<file path="src/rtl/conv_pkg.sv">
// Shared definitions for the convolution datapath front end.
// Holds the pacing FSM state encoding, the default pixel width and a
// small helper that sizes counters from their terminal value.
package conv_pkg;

    localparam int DATA_W_DEF = 8;

    typedef enum logic [1:0] {
        IDLE = 2'd0,
        SEND = 2'd1,
        GAP  = 2'd2
    } state_t;

    // Bits needed to hold 0..n-1, never less than one.
    function automatic int cnt_w(input int n);
        return (n > 1) ? $clog2(n) : 1;
    endfunction

endpackage

</file>
<file path="src/rtl/pixel_sender_if.sv">
// Pixel stream bundle between the upstream source, the sender and the
// line-buffer shift unit.
//   in_valid/in_data/in_ready : upstream valid/ready pixel handshake
//   we/data_store             : single-cycle write strobe plus held pixel
//   frame_done                : pulse alongside the strobe of a frame's last pixel
// slave is the sender's view, master is the environment's view.
interface pixel_sender_if #(
    parameter int DATA_W = conv_pkg::DATA_W_DEF
) ();
    logic              in_valid;
    logic [DATA_W-1:0] in_data;
    logic              in_ready;
    logic              we;
    logic [DATA_W-1:0] data_store;
    logic              frame_done;

    modport slave (
        input  in_valid, in_data,
        output in_ready, we, data_store, frame_done
    );

    modport master (
        output in_valid, in_data,
        input  in_ready, we, data_store, frame_done
    );
endinterface

</file>
<file path="src/rtl/pix_fifo.sv">
// Synchronous FIFO used as the sender's input buffer.
//   clk, rst  : clock, synchronous active-high reset
//   push, din : write request and data (ignored when full)
//   pop       : read request (ignored when empty)
//   head      : oldest entry, valid while not empty
//   full/empty: derived from the registered occupancy count
module pix_fifo #(
    parameter int DATA_W     = 8,
    parameter int FIFO_DEPTH = 4
) (
    input  logic              clk,
    input  logic              rst,
    input  logic              push,
    input  logic              pop,
    input  logic [DATA_W-1:0] din,
    output logic [DATA_W-1:0] head,
    output logic              full,
    output logic              empty
);
    localparam int AW = $clog2(FIFO_DEPTH);

    logic [DATA_W-1:0] mem [FIFO_DEPTH];
    logic [AW-1:0]     wr_ptr, rd_ptr;
    logic [AW:0]       count;
    logic              push_ok, pop_ok;

    assign full    = (count == (AW+1)'(FIFO_DEPTH));
    assign empty   = (count == '0);
    assign push_ok = push && !full;
    assign pop_ok  = pop && !empty;
    assign head    = mem[rd_ptr];

    // Storage is not reset; occupancy alone decides what is valid.
    always_ff @(posedge clk) begin
        if (push_ok) mem[wr_ptr] <= din;
    end

    // Power-of-two depth lets the pointers wrap naturally.
    always_ff @(posedge clk) begin
        if (rst) begin
            wr_ptr <= '0;
            rd_ptr <= '0;
            count  <= '0;
        end else begin
            if (push_ok) wr_ptr <= wr_ptr + 1'b1;
            if (pop_ok)  rd_ptr <= rd_ptr + 1'b1;
            case ({push_ok, pop_ok})
                2'b10:   count <= count + 1'b1;
                2'b01:   count <= count - 1'b1;
                default: count <= count;
            endcase
        end
    end
endmodule

</file>
<file path="src/rtl/pixel_sender.sv">
// Pacing transmitter feeding the line-buffer shift unit. Buffers pixels
// from an upstream valid/ready source and emits one per PERIOD cycles as
// a single-cycle strobe, tracking position within a frame.
//   clk, rst : clock, synchronous active-high reset
//   start    : level enable for emission
//   bus      : pixel stream bundle (slave view)
//   busy     : FIFO holds data or a strobe/gap is in progress
module pixel_sender
    import conv_pkg::*;
#(
    parameter int DATA_W     = DATA_W_DEF,
    parameter int PERIOD     = 21,
    parameter int FIFO_DEPTH = 4,
    parameter int FRAME_PIX  = 49
) (
    input  logic           clk,
    input  logic           rst,
    input  logic           start,
    pixel_sender_if.slave  bus,
    output logic           busy
);
    localparam int GW = cnt_w(PERIOD);
    localparam int PW = cnt_w(FRAME_PIX);
    // GAP spans PERIOD-1 cycles; the counter runs down to zero.
    localparam logic [GW-1:0] GAP_LOAD = GW'((PERIOD > 1) ? PERIOD - 2 : 0);
    localparam logic [PW-1:0] PIX_LAST = PW'(FRAME_PIX - 1);

    state_t            state, next_state;
    logic [GW-1:0]     gap_cnt, gap_next;
    logic [PW-1:0]     pix_cnt;
    logic [DATA_W-1:0] head;
    logic              full, empty, eligible, pop;

    pix_fifo #(
        .DATA_W     (DATA_W),
        .FIFO_DEPTH (FIFO_DEPTH)
    ) u_fifo (
        .clk   (clk),
        .rst   (rst),
        .push  (bus.in_valid && !full),
        .pop   (pop),
        .din   (bus.in_data),
        .head  (head),
        .full  (full),
        .empty (empty)
    );

    assign bus.in_ready = !full;
    assign eligible     = start && !empty;
    assign busy         = !empty || (state != IDLE);
    // The head leaves the FIFO on the edge that enters SEND, so the
    // strobe cycle already shows it on data_store.
    assign pop          = (next_state == SEND);

    always_comb begin
        next_state = state;
        gap_next   = gap_cnt;
        case (state)
            IDLE: if (eligible) next_state = SEND;
            SEND: begin
                if (PERIOD > 1) begin
                    next_state = GAP;
                    gap_next   = GAP_LOAD;
                end else if (!eligible) begin
                    next_state = IDLE;
                end
            end
            GAP: begin
                if (gap_cnt == '0) next_state = eligible ? SEND : IDLE;
                else               gap_next   = gap_cnt - 1'b1;
            end
            default: next_state = IDLE;
        endcase
    end

    always_ff @(posedge clk) begin
        if (rst) begin
            state          <= IDLE;
            gap_cnt        <= '0;
            pix_cnt        <= '0;
            bus.we         <= 1'b0;
            bus.frame_done <= 1'b0;
            bus.data_store <= '0;
        end else begin
            state          <= next_state;
            gap_cnt        <= gap_next;
            bus.we         <= pop;
            bus.frame_done <= pop && (pix_cnt == PIX_LAST);
            if (pop) begin
                bus.data_store <= head;
                pix_cnt        <= (pix_cnt == PIX_LAST) ? '0 : pix_cnt + 1'b1;
            end
        end
    end
endmodule

</file>
<file path="src/flat_wrapper.sv">
// flat-port wrapper written by rule: the top's interface ports become plain ports
module pixel_sender_flat import conv_pkg::*;
#(
    parameter int DATA_W     = DATA_W_DEF,
    parameter int PERIOD     = 21,
    parameter int FIFO_DEPTH = 4,
    parameter int FRAME_PIX  = 49
)
  (clk, rst, start, busy, bus_in_valid, bus_in_data, bus_in_ready, bus_we, bus_data_store, bus_frame_done);
  pixel_sender_if #(.DATA_W(DATA_W)) bus_i ();
  input  logic clk;
  input  logic rst;
  input  logic start;
  output logic busy;
  input wire logic [$bits(bus_i.in_valid)-1:0] bus_in_valid;
  input wire logic [$bits(bus_i.in_data)-1:0] bus_in_data;
  output wire logic [$bits(bus_i.in_ready)-1:0] bus_in_ready;
  output wire logic [$bits(bus_i.we)-1:0] bus_we;
  output wire logic [$bits(bus_i.data_store)-1:0] bus_data_store;
  output wire logic [$bits(bus_i.frame_done)-1:0] bus_frame_done;
  assign bus_i.in_valid = bus_in_valid;
  assign bus_i.in_data = bus_in_data;
  assign bus_in_ready = bus_i.in_ready;
  assign bus_we = bus_i.we;
  assign bus_data_store = bus_i.data_store;
  assign bus_frame_done = bus_i.frame_done;
  pixel_sender #(.DATA_W(DATA_W), .PERIOD(PERIOD), .FIFO_DEPTH(FIFO_DEPTH), .FRAME_PIX(FRAME_PIX)) u_core (.clk(clk), .rst(rst), .start(start), .bus(bus_i), .busy(busy));
endmodule
</file>
<file path="config.mk">
export PLATFORM = sky130hd
export DESIGN_NAME = pixel_sender_flat
export DESIGN_NICKNAME = d
export VERILOG_FILES = /design/src/rtl/conv_pkg.sv /design/src/rtl/pixel_sender_if.sv /design/src/rtl/pix_fifo.sv /design/src/rtl/pixel_sender.sv /design/src/flat_wrapper.sv
export SDC_FILE = /design/constraint.sdc
export NUM_CORES = 1
export LEC_CHECK = 0
export ABC_CLOCK_PERIOD_IN_PS = 6400
export CAP_MARGIN = 15
export CORE_MARGIN = 4
export CORE_UTILIZATION = 24
export DETAILED_ROUTE_END_ITERATION = 10
export PLACE_DENSITY = 0.45
export SLEW_MARGIN = 20
export SYNTH_ARGS = -nofsm -noshare
export SYNTH_HDL_FRONTEND = slang
export SYNTH_SLANG_ARGS = --single-unit
</file>
<file path="constraint.sdc">
create_clock -name clk -period 6.4 [get_ports clk]
set_clock_uncertainty 0.1 [all_clocks]
set_input_delay 1.28 -clock clk [delete_from_list [all_inputs] [get_ports clk]]
set_output_delay 1.28 -clock clk [all_outputs]
set_load 0.1 [all_outputs]
</file>
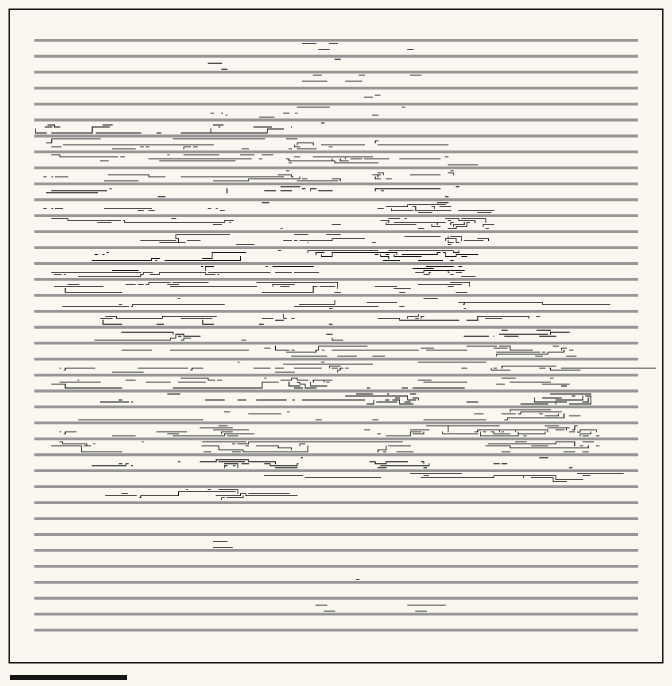
Fig. 1. Signal wires on met1.
Scale bar: 20 um. Supply wires on this layer in gray.
share of all routed wire: 45%
longest straight run: 26.2 um
main direction: horizontal
GR Util met1: 9.358%
routed via count: 1,570
Total Wirelength: 4.645 mm

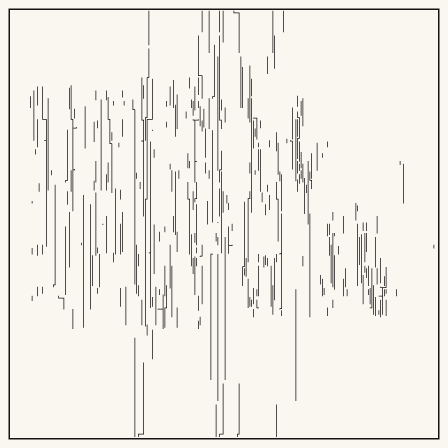
Fig. 2. The metal 2 layer.
main direction: vertical
share of all routed wire: 50%
wire length on this layer: 2,310 um
nets with wire on the layer: 206

==> out/metrics.yaml <==
synthesis:
  synth_xor_xnor_area_share_pct: 1.369
  yosysWarnings: 0
  synthDominantCellAreaShare_pct: 37.56
  ys_sh_simple_pct: 14.52
  adder_share_pct: 5.183
die:
  die_h_um: 111.3
  coreArea_um2: 10370
  fp.dieW_um: 111.3
cells_and_area:
  seq_cells: 62
  buffers: 23
  largest_reg_flops: 32
  regArea_um2: 1562
  final_common_cell: "edfxtp_1"
  largestRegisters: "u_core.u_fifo.mem x32, u_core.bus.data_store x8, u_core.pix_cnt x6"
  seq_share_pct: 50.65
  logic_gates: 129
  n_antenna_cell: 0
detailed_routing:
  drc: 0
  drtPass1Iterations: 3
  met1_length_mm: 2.093
  routed_via_density: 4.132
  routed-wl-met2_mm: 2.311
placement:
  dpl.hpwl_mm: 3.153
  place_area_um2: 2917
  dpl.cell_count: 364
sta:
  setup_slack_ns: 2.591
  hold_violations: 0
  hold_ws_ns: 0.3657
  slew_headroom_pct: 34.54
  min_period_ns: 3.809
power_and_ir_drop:
  internal-power_uw: 788.3
  peakVddDrop_mv: 0.1200
  p_leak_nw: 1.033
  power.density_nw_per_um2: 430.6
clock_tree:
  postCtsResizedCells: 0
  cts-hold-fix-buffers: 0
  numCtsBuffers: 9
  post_cts_buffers: 0
  clock_tree.buffer_depth: 2
worst_setup_path:
  cp_max_fo: 23
  crit_path_end_kind: "register"
  crit_arrival_ns: 3.97
  ff2ff_setup_slack_ns: 2.88
outcome:
  status: "finished, final reports clean"
hold_path:
  hold_end: "u_core.bus.data_store[1]$_SDFFE_PP0N_"
  min_path_cells: 2
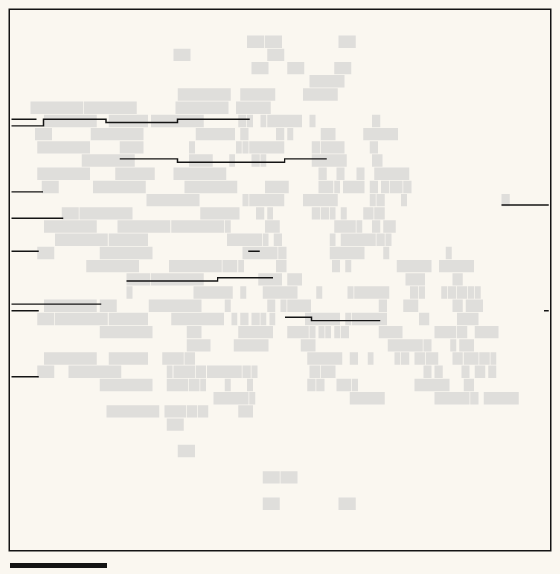
Fig. 3. Metal 3.
Scale bar: 20 um. Cells faint in the background.
main direction: horizontal
longest straight run: 22.1 um
wire length on this layer: 213 um
share of all routed wire: 4.6%

